==> src/rtl/tmr_serial_collector_if.sv <==
// Bus bundle for the TMR serial collector: serial input stream, control
// strobes, output word handshake and the fault-campaign status signals.
//
// Handshake: out_valid/out_ready follow strict valid/ready rules. A word is
// transferred on every rising clk edge where out_valid and out_ready are both
// high. Once out_valid is raised, it and data_out stay unchanged until that
// transfer happens; only reset may withdraw them. out_ready may toggle freely
// and does not combinationally affect out_valid.
interface tmr_serial_collector_if #(
   parameter int WIDTH     = 32,
   parameter int ERR_CNT_W = 8
);
   logic                 start;
   logic                 abort;
   logic                 bit_valid;
   logic                 serial_in;
   logic                 out_valid;
   logic                 out_ready;
   logic [WIDTH-1:0]     data_out;
   logic                 busy;
   logic                 overrun;
   logic                 tmr_error;
   logic [ERR_CNT_W-1:0] err_count;
   // Voted FSM state, exposed for debug and checker binding
   logic [1:0]           state_dbg;

   // Producer/consumer side (drives stimulus, consumes words)
   modport master (
      output start, abort, bit_valid, serial_in, out_ready,
      input  out_valid, data_out, busy, overrun, tmr_error, err_count, state_dbg
   );

   // Collector side
   modport slave (
      input  start, abort, bit_valid, serial_in, out_ready,
      output out_valid, data_out, busy, overrun, tmr_error, err_count, state_dbg
   );
endinterface

==> src/rtl/tmr_serial_collector.sv <==
// TMR serial collector: reassembles WIDTH serial bits into a parallel word.
// FSM state, bit counter and shift register are kept in three copies which are
// majority-voted every cycle; the voted next value is written to all copies,
// so a single upset copy is scrubbed on the following edge. Any disagreement
// is reported as a one-cycle tmr_error pulse and counted in err_count.
module tmr_serial_collector #(
   parameter int WIDTH     = 32,
   parameter bit MSB_FIRST = 1'b1,
   parameter int ERR_CNT_W = 8
) (
   input  logic                    clk,
   input  logic                    rst,   // asynchronous, active low
   tmr_serial_collector_if.slave   bus
);

   localparam int CW = (WIDTH > 1) ? $clog2(WIDTH) : 1;
   localparam logic [CW-1:0] CNT_LAST = CW'(WIDTH - 1);

   localparam logic [1:0] S_IDLE    = 2'b00;
   localparam logic [1:0] S_COLLECT = 2'b01;
   localparam logic [1:0] S_HOLD    = 2'b10;

   // Triplicated copies
   logic [1:0]       state_a_q, state_b_q, state_c_q;
   logic [CW-1:0]    cnt_a_q,   cnt_b_q,   cnt_c_q;
   logic [WIDTH-1:0] shift_a_q, shift_b_q, shift_c_q;

   // Voted values and common next values
   logic [1:0]       state_v, state_d;
   logic [CW-1:0]    cnt_v,   cnt_d;
   logic [WIDTH-1:0] shift_v, shift_d;

   // Single-copy output and status registers
   logic [WIDTH-1:0]     data_q, data_d;
   logic                 overrun_q, overrun_d;
   logic                 tmr_error_q, tmr_error_d;
   logic [ERR_CNT_W-1:0] err_cnt_q, err_cnt_d;
   logic                 mismatch;

   // Bitwise 2-of-3 majority of every triplicated field
   always_comb begin
      state_v = (state_a_q & state_b_q) | (state_a_q & state_c_q) | (state_b_q & state_c_q);
      cnt_v   = (cnt_a_q   & cnt_b_q)   | (cnt_a_q   & cnt_c_q)   | (cnt_b_q   & cnt_c_q);
      shift_v = (shift_a_q & shift_b_q) | (shift_a_q & shift_c_q) | (shift_b_q & shift_c_q);
   end

   // Any copy bit that differs from the vote marks this cycle as a TMR error
   always_comb begin
      mismatch = (|(state_a_q ^ state_v)) | (|(state_b_q ^ state_v)) | (|(state_c_q ^ state_v))
               | (|(cnt_a_q   ^ cnt_v))   | (|(cnt_b_q   ^ cnt_v))   | (|(cnt_c_q   ^ cnt_v))
               | (|(shift_a_q ^ shift_v)) | (|(shift_b_q ^ shift_v)) | (|(shift_c_q ^ shift_v));
   end

   // Collector FSM, evaluated on voted values only
   always_comb begin
      state_d   = state_v;
      cnt_d     = cnt_v;
      shift_d   = shift_v;
      overrun_d = 1'b0;
      case (state_v)
         S_IDLE: begin
            // bit_valid is ignored until a word is armed
            if (bus.start) begin
               state_d = S_COLLECT;
               cnt_d   = '0;
               shift_d = '0;
            end
         end
         S_COLLECT: begin
            // abort wins over a bit arriving in the same cycle; start is ignored
            if (bus.abort) begin
               state_d = S_IDLE;
               cnt_d   = '0;
               shift_d = '0;
            end else if (bus.bit_valid) begin
               if (MSB_FIRST) begin
                  shift_d = {shift_v[WIDTH-2:0], bus.serial_in};
               end else begin
                  shift_d = {bus.serial_in, shift_v[WIDTH-1:1]};
               end
               if (cnt_v == CNT_LAST) begin
                  state_d = S_HOLD;
                  cnt_d   = '0;
               end else begin
                  cnt_d = cnt_v + CW'(1);
               end
            end
         end
         S_HOLD: begin
            // Word is frozen; incoming bits are dropped and reported, abort is ignored
            overrun_d = bus.bit_valid;
            if (bus.out_ready) begin
               if (bus.start) begin
                  state_d = S_COLLECT;
                  cnt_d   = '0;
                  shift_d = '0;
               end else begin
                  state_d = S_IDLE;
               end
            end
         end
         default: begin
            // Unreachable encoding after voting: recover to a clean idle
            state_d = S_IDLE;
            cnt_d   = '0;
            shift_d = '0;
         end
      endcase
   end

   // Output word follows the voted shift while held, keeps its last value otherwise
   always_comb begin
      data_d = data_q;
      if (state_v == S_HOLD) begin
         data_d = shift_v;
      end
   end

   // TMR error pulse and saturating error counter
   always_comb begin
      tmr_error_d = mismatch;
      err_cnt_d   = err_cnt_q;
      if (mismatch && (err_cnt_q != {ERR_CNT_W{1'b1}})) begin
         err_cnt_d = err_cnt_q + ERR_CNT_W'(1);
      end
   end

   // Triplicated registers: every copy reloads the same voted next value
   always_ff @(posedge clk or negedge rst) begin
      if (!rst) begin
         state_a_q <= S_IDLE;
         state_b_q <= S_IDLE;
         state_c_q <= S_IDLE;
         cnt_a_q   <= '0;
         cnt_b_q   <= '0;
         cnt_c_q   <= '0;
         shift_a_q <= '0;
         shift_b_q <= '0;
         shift_c_q <= '0;
      end else begin
         state_a_q <= state_d;
         state_b_q <= state_d;
         state_c_q <= state_d;
         cnt_a_q   <= cnt_d;
         cnt_b_q   <= cnt_d;
         cnt_c_q   <= cnt_d;
         shift_a_q <= shift_d;
         shift_b_q <= shift_d;
         shift_c_q <= shift_d;
      end
   end

   // Single-copy output, pulse and counter registers
   always_ff @(posedge clk or negedge rst) begin
      if (!rst) begin
         data_q      <= '0;
         overrun_q   <= 1'b0;
         tmr_error_q <= 1'b0;
         err_cnt_q   <= '0;
      end else begin
         data_q      <= data_d;
         overrun_q   <= overrun_d;
         tmr_error_q <= tmr_error_d;
         err_cnt_q   <= err_cnt_d;
      end
   end

   assign bus.out_valid = (state_v == S_HOLD);
   assign bus.busy      = (state_v == S_COLLECT);
   assign bus.data_out  = data_d;
   assign bus.overrun   = overrun_q;
   assign bus.tmr_error = tmr_error_q;
   assign bus.err_count = err_cnt_q;
   assign bus.state_dbg = state_v;

endmodule

==> src/flat_wrapper.sv <==
// flat-port wrapper written by rule: the top's interface ports become plain ports
module tmr_serial_collector_flat 
#(
   parameter int WIDTH     = 32,
   parameter bit MSB_FIRST = 1'b1,
   parameter int ERR_CNT_W = 8
)
  (clk, rst, bus_start, bus_abort, bus_bit_valid, bus_serial_in, bus_out_ready, bus_out_valid, bus_data_out, bus_busy, bus_overrun, bus_tmr_error, bus_err_count, bus_state_dbg);
  tmr_serial_collector_if #(.WIDTH(WIDTH), .ERR_CNT_W(ERR_CNT_W)) bus_i ();
  input  logic clk;
  input  logic rst;
  input wire logic [$bits(bus_i.start)-1:0] bus_start;
  input wire logic [$bits(bus_i.abort)-1:0] bus_abort;
  input wire logic [$bits(bus_i.bit_valid)-1:0] bus_bit_valid;
  input wire logic [$bits(bus_i.serial_in)-1:0] bus_serial_in;
  input wire logic [$bits(bus_i.out_ready)-1:0] bus_out_ready;
  output wire logic [$bits(bus_i.out_valid)-1:0] bus_out_valid;
  output wire logic [$bits(bus_i.data_out)-1:0] bus_data_out;
  output wire logic [$bits(bus_i.busy)-1:0] bus_busy;
  output wire logic [$bits(bus_i.overrun)-1:0] bus_overrun;
  output wire logic [$bits(bus_i.tmr_error)-1:0] bus_tmr_error;
  output wire logic [$bits(bus_i.err_count)-1:0] bus_err_count;
  output wire logic [$bits(bus_i.state_dbg)-1:0] bus_state_dbg;
  assign bus_i.start = bus_start;
  assign bus_i.abort = bus_abort;
  assign bus_i.bit_valid = bus_bit_valid;
  assign bus_i.serial_in = bus_serial_in;
  assign bus_i.out_ready = bus_out_ready;
  assign bus_out_valid = bus_i.out_valid;
  assign bus_data_out = bus_i.data_out;
  assign bus_busy = bus_i.busy;
  assign bus_overrun = bus_i.overrun;
  assign bus_tmr_error = bus_i.tmr_error;
  assign bus_err_count = bus_i.err_count;
  assign bus_state_dbg = bus_i.state_dbg;
  tmr_serial_collector #(.WIDTH(WIDTH), .MSB_FIRST(MSB_FIRST), .ERR_CNT_W(ERR_CNT_W)) u_core (.clk(clk), .rst(rst), .bus(bus_i));
endmodule
==> config.mk <==
export PLATFORM = sky130hd
export DESIGN_NAME = tmr_serial_collector_flat
export DESIGN_NICKNAME = d
export VERILOG_FILES = /design/src/rtl/tmr_serial_collector_if.sv /design/src/rtl/tmr_serial_collector.sv /design/src/flat_wrapper.sv
export SDC_FILE = /design/constraint.sdc
export NUM_CORES = 1
export LEC_CHECK = 0
export CORE_UTILIZATION = 47
export CTS_CLUSTER_SIZE = 20
export DETAILED_ROUTE_END_ITERATION = 7
export GPL_ROUTABILITY_DRIVEN = 0
export PLACE_DENSITY = 0.79
export SETUP_SLACK_MARGIN = 0.3
export SYNTH_ARGS = -nofsm -noshare
export SYNTH_HDL_FRONTEND = slang
export SYNTH_SLANG_ARGS = --single-unit
export TNS_END_PERCENT = 10
==> constraint.sdc <==
create_clock -name clk -period 2 [get_ports clk]
set_input_delay 0.5 -clock clk [delete_from_list [all_inputs] [get_ports clk]]
set_output_delay 0.5 -clock clk [all_outputs]
set_load 0.02 [all_outputs]
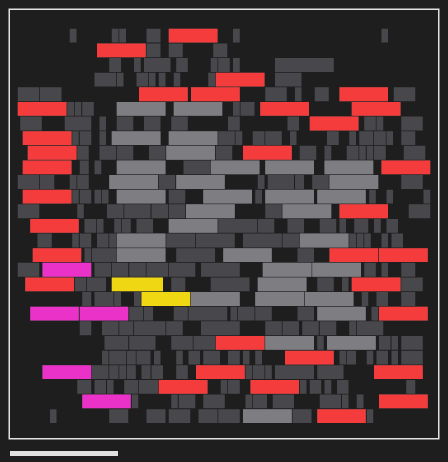
run_1/flops_by_reg.png
Scale bar: 20 µm. Other sequential cells in the stronger gray, the rest of the logic in the fainter gray.
legend:
  `u_core.state_a_q`:
    color: yellow
    placed_flops: 2
  `u_core.cnt_a_q`:
    color: magenta
    placed_flops: 5
  `u_core.data_q`:
    color: red
    placed_flops: 32
    where: all over the die
Sequential Power: 1.47 mW
final core occ: 66.3%
flop share of the area: 48.2%
FF+latch area: 1800 µm²

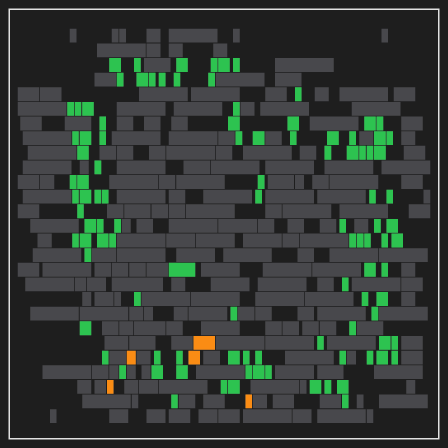
run_1/logic_types.png
legend:
  nor cells:
    color: orange
    cells: 5
    most_used: nor2_1
    where: bottom middle
  nand cells:
    color: green
    cells: 103
    most_used: nand2_1
    where: all over the die

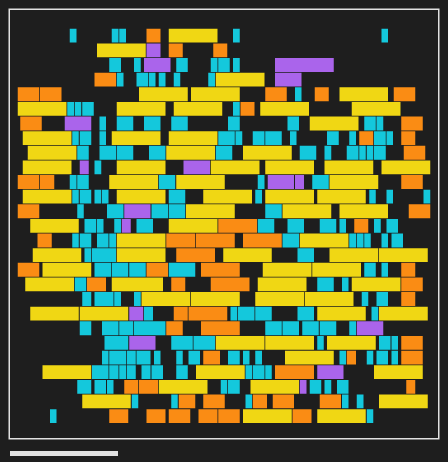
run_1/placement_by_type.png
Scale bar: 20 µm.
legend:
  remaining buffers and delay cells:
    color: orange
    cells: 59
    share_of_their_area: 18%
  combinational and other logic:
    color: cyan
    cells: 171
    share_of_their_area: 27%
  sequential cells:
    color: yellow
    cells: 72
    share_of_their_area: 49%
  clock drivers and dummy loads:
    color: purple
    cells: 16
    share_of_their_area: 5.1%

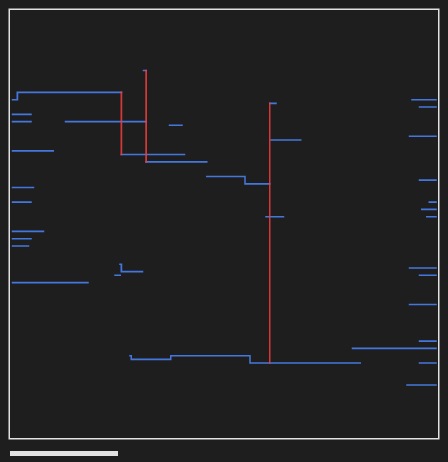
run_1/wires.png
Scale bar: 20 µm. Only two layers are drawn.
legend:
  metal 3:
    color: blue
    wire_length: 246 µm
  metal 4:
    color: red
    wire_length: 76.8 µm
GRT Util Overall: 19.8%
final wirelength: 5.51 mm

==> flow_metrics.env, run 1 <==
# flow metrics
export IMPL_path_buffers=3
export IMPL_floorplan_core_util_pct=50.1
export IMPL_holdBufCountCts=0
export IMPL_grt_pass1_wl_mm=9.36
export IMPL_synthToLayoutAreaGrowth_pct=32.2
export IMPL_met1_length_mm=2.62
export IMPL_drc=0
export IMPL_cts_root_buf="clkbuf_8"
export IMPL_wl_met3_um=245
export IMPL_holdWs_ns=0.123
export IMPL_fin_crit_ns=1.92
export IMPL_die_y_um=79.6
export IMPL_numSynthFlops=72
export IMPL_top_area_cell="dfrtp_1"
export IMPL_logic_area_um2=983
export IMPL_power_group_top="registers"
export IMPL_path_cells="nand2b_4 -> inv_6 -> buf_12 -> nand2_1 -> nand2_2 -> buf_6"
export IMPL_reg2reg_depth=6
export IMPL_worst_hold_path_type="in -> async"
export IMPL_ant_nets=0
export IMPL_path_class="reg -> out"
export IMPL_grtUsageMet1_pct=27.3
export IMPL_die_w_um=79.6
export IMPL_buffer_area_share_pct=17.6
export IMPL_rows=27
export IMPL_p_seq_share_pct=52.7
export IMPL_xor_area_share_pct=0
export IMPL_status="complete, no violations"
export IMPL_worst_slew_pin_slew_ns=0.552
export IMPL_grt_overflow=0
export IMPL_nWellTaps=72
export IMPL_grt_pass1_vias=1963
export IMPL_comb_share_pct=26.3
export IMPL_rsz0062_at_grt="true"
export IMPL_cts_htree_levels=3
export IMPL_switching_power_mw=0.675
export IMPL_p_clk_share_pct=39.8
export IMPL_final_area_um2=3740
export IMPL_worst_path_stages=6
export IMPL_vias_per_cell=5.09
export IMPL_p_comb_mw=0.209
export IMPL_reg2reg_to="u_core.cnt_a_q[3]$_DFF_PN0_"
export IMPL_ys_sh_adder_pct=0.885
export IMPL_reg2reg_slack_ns=0.29
export IMPL_worstPathRequired_ns=1.50
export IMPL_power_leakage_nw=1.94
export IMPL_max_freq_ghz=0.520
export IMPL_p_int_mw=2.12
export IMPL_tns_ns=0
export IMPL_die_area_um2=6330
export IMPL_placed_cell_area_um2=3520
export IMPL_lay_top_count="dfrtp_1"
export IMPL_finalHoldViolCount=0
export IMPL_wl_per_cell_um=14.1
export IMPL_cts_buffers=9
export IMPL_peakVddDrop_mv=0.472
export IMPL_drtPass1Iterations=4
export IMPL_crit_family="flip-flops"
export IMPL_antennaDiodeCount=0
export IMPL_dpl_cell_count=372
export IMPL_seq_cells=72
export IMPL_comb_cells=168
export IMPL_clockBufferCount=10
export IMPL_drive_gt1_share_pct=32.7
export IMPL_finalCritPeriodShare_pct=96.1
export IMPL_ys_chip_area_um2=2830
export IMPL_totalPowerFinal_mw=2.79
export IMPL_top_cells_by_area="dfrtp_1 64%, nand2_1 13%, a22o_1 11%, buf_4 3.2%, buf_6 1.2%"
export IMPL_antenna_found_initial=0
export IMPL_nNonClkInverters=3
export IMPL_fin_nets=322
export IMPL_worstSetupStartpointType="flip-flop"
export IMPL_top_cell="nand2_1"
export IMPL_use_met2_pct=29.7
export IMPL_grt_max_degree=33
export IMPL_finalSetupViolations=0
export IMPL_ys_cells=257
export IMPL_fillCellCount=436
run_1/congestion.png
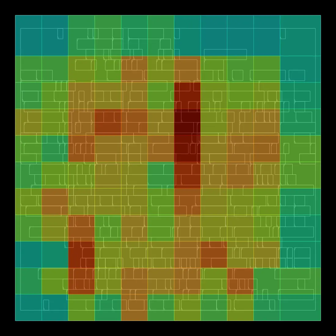

==> run 1 -> run 2 <==
CORE_MARGIN = 4   (was default)
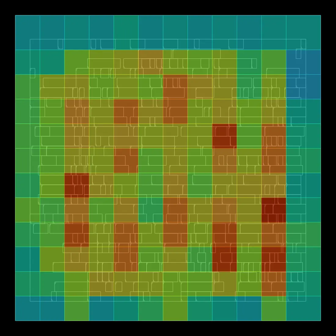
run_2/congestion.png
GR Util met1: 21.0%
wire per inst: 14.7 µm

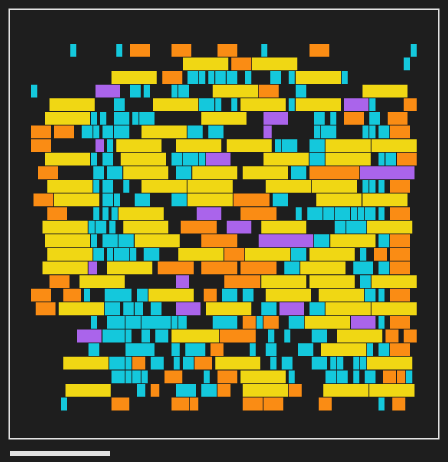
run_2/placement_by_type.png
Scale bar: 20 µm.
legend:
  combinational and other logic:
    color: cyan
    cells: 171
    share_of_their_area: 27%
  clock drivers and dummy loads:
    color: purple
    cells: 16
    share_of_their_area: 5.8%
  remaining buffers and delay cells:
    color: orange
    cells: 64
    share_of_their_area: 19%
  sequential cells:
    color: yellow
    cells: 72
    share_of_their_area: 47%

==> flow_metrics.env, run 2 <==
# flow metrics
export IMPL_tns_ns=0
export IMPL_seq_power_mw=1.47
export IMPL_port_buffers=43
export IMPL_wl_met3_um=301
export IMPL_ant_nets=0
export IMPL_peakVddDrop_mv=0.568
export IMPL_netlist_area_leader_share_pct=63.7
export IMPL_fin_nets=327
export IMPL_slew_headroom_pct=63.9
export IMPL_worst_slew_pin_slew_ns=0.542
export IMPL_fin_util_pct=68.5
export IMPL_use_met2_pct=28.0
export IMPL_via_count=1994
export IMPL_seq_cells=72
export IMPL_xor_area_share_pct=0
export IMPL_die_w_um=85.6
export IMPL_rsz0062_at_grt="true"
export IMPL_die_y_um=85.6
export IMPL_finalHoldViolCount=0
export IMPL_reg2reg_slack_ns=0.40
export IMPL_placed_cell_area_um2=3470
export IMPL_seq_area_share_pct=46.3
export IMPL_numSynthFlops=72
export IMPL_grt_pass1_vias=2119
export IMPL_top_cell="nand2_1"
export IMPL_met2RoutedLength_mm=3.01
export IMPL_top_logic_kind="simple AND/OR/NAND/NOR gates"
export IMPL_cts_root_buf="clkbuf_8"
export IMPL_grtUsageTotal_pct=17.1
export IMPL_worstPathRequired_ns=1.50
export IMPL_fin_crit_ns=1.99
export IMPL_top_cells_by_area="dfrtp_1 64%, nand2_1 13%, a22o_1 11%, buf_4 3.2%, buf_6 1.2%"
export IMPL_status="complete, no violations"
export IMPL_reg2reg_to="u_core.cnt_a_q[1]$_DFF_PN0_"
export IMPL_met1_length_mm=2.44
export IMPL_cpMostUsedCell="buf_12"
export IMPL_p_seq_share_pct=50.3
export IMPL_crit_family="buffers and inverters"
export IMPL_clockBufferCount=10
export IMPL_comb_cells=168
export IMPL_vias_per_cell=5.05
export IMPL_top_usage_layer="met2"
export IMPL_p_clk_share_pct=42.7
export IMPL_finalSetupViolations=0
export IMPL_cts_htree_levels=3
export IMPL_power_leakage_nw=2.02
export IMPL_clock_path_buffers=2
export IMPL_drtPass1Iterations=4
export IMPL_ctsResizeCount=219
export IMPL_floorplan_core_util_pct=49.8
export IMPL_combPwrFrac_pct=7.0
export IMPL_synth_distinct_cells=27
export IMPL_final_area_um2=3890
export IMPL_critPathArrivalTime_ns=1.49
export IMPL_path_buffers=4
export IMPL_synthAoiAreaFrac_pct=13.7
export IMPL_end_kind="primary output"
export IMPL_final_cell_mix="71 x dfrtp_1, 62 x nand2_1, 36 x nand2_2, 34 x a22o_1, 32 x buf_6"
export IMPL_switching_power_mw=0.651
export IMPL_logic_area_um2=1020
export IMPL_drt_total_wl_mm=5.82
export IMPL_holdBufCountCts=0
export IMPL_grt_overflow=0
export IMPL_seqCellArea_um2=1800
export IMPL_grt_pass1_wl_mm=9.90
export IMPL_drt_initial_drc_count=77
export IMPL_use_met3_pct=6.63
export IMPL_totalPowerFinal_mw=2.92
export IMPL_reg_largest_list="u_core.data_q: 32 flops, u_core.shift_a_q: 32 flops, u_core.cnt_a_q: 5 flops"
export IMPL_fillCellCount=428
export IMPL_ys_chip_area_um2=2830
export IMPL_worst_path_stages=7
export IMPL_warnings=28
export IMPL_holdWs_ns=0.145
export IMPL_cts_sinks=72
export IMPL_slowest_stage="dfrtp_2"
export IMPL_nWellTaps=72
export IMPL_antennaDiodeCount=0
export IMPL_top_area_cell="dfrtp_1"
export IMPL_worst_hold_path_type="in -> async"
export IMPL_path_class="reg -> out"
export IMPL_rows=27
export IMPL_finClkSkew_ns=0.00743
export IMPL_reg2reg_depth=5
export IMPL_p_int_mw=2.27
export IMPL_clk_share_pct=5.66
export IMPL_setup_worst_path_end="bus_data_out[0]"
export IMPL_finalCritPeriodShare_pct=99.5
export IMPL_antenna_found_initial=0
export IMPL_postSynthSeqShare_pct=63.7
export IMPL_max_cap_viol_count=0
export IMPL_comb_share_pct=26.2
export IMPL_synthToLayoutAreaGrowth_pct=37.5
export IMPL_place_ws_ns=-0.202
export IMPL_p_comb_mw=0.205
export IMPL_dpl_cell_count=371
export IMPL_num_io_pins=53
export IMPL_drc=0
export IMPL_lay_top_count="dfrtp_1"
export IMPL_top_layer="met4"
export IMPL_crit_path_max_fanout=10
export IMPL_hpwl_mm=3.72
export IMPL_power_group_top="registers"
export IMPL_die_area_um2=7320
export IMPL_nNonClkInverters=3
export IMPL_cts_buffers=9
export IMPL_path_cells="nand2b_4 -> inv_6 -> buf_12 -> buf_12 -> nand2_1 -> nand2_2 -> buf_6"
export IMPL_max_freq_ghz=0.503
export IMPL_simple_gate_share_pct=15.9
export IMPL_cts_tree="built"
export IMPL_grt_max_degree=46
export IMPL_worstSetupStartpointType="flip-flop"
export IMPL_ys_sh_adder_pct=0.885
export IMPL_drive_gt1_share_pct=37.5
export IMPL_ys_cells=257
export IMPL_buffer_area_share_pct=19.0
Power and IR drop assume default switching activity.
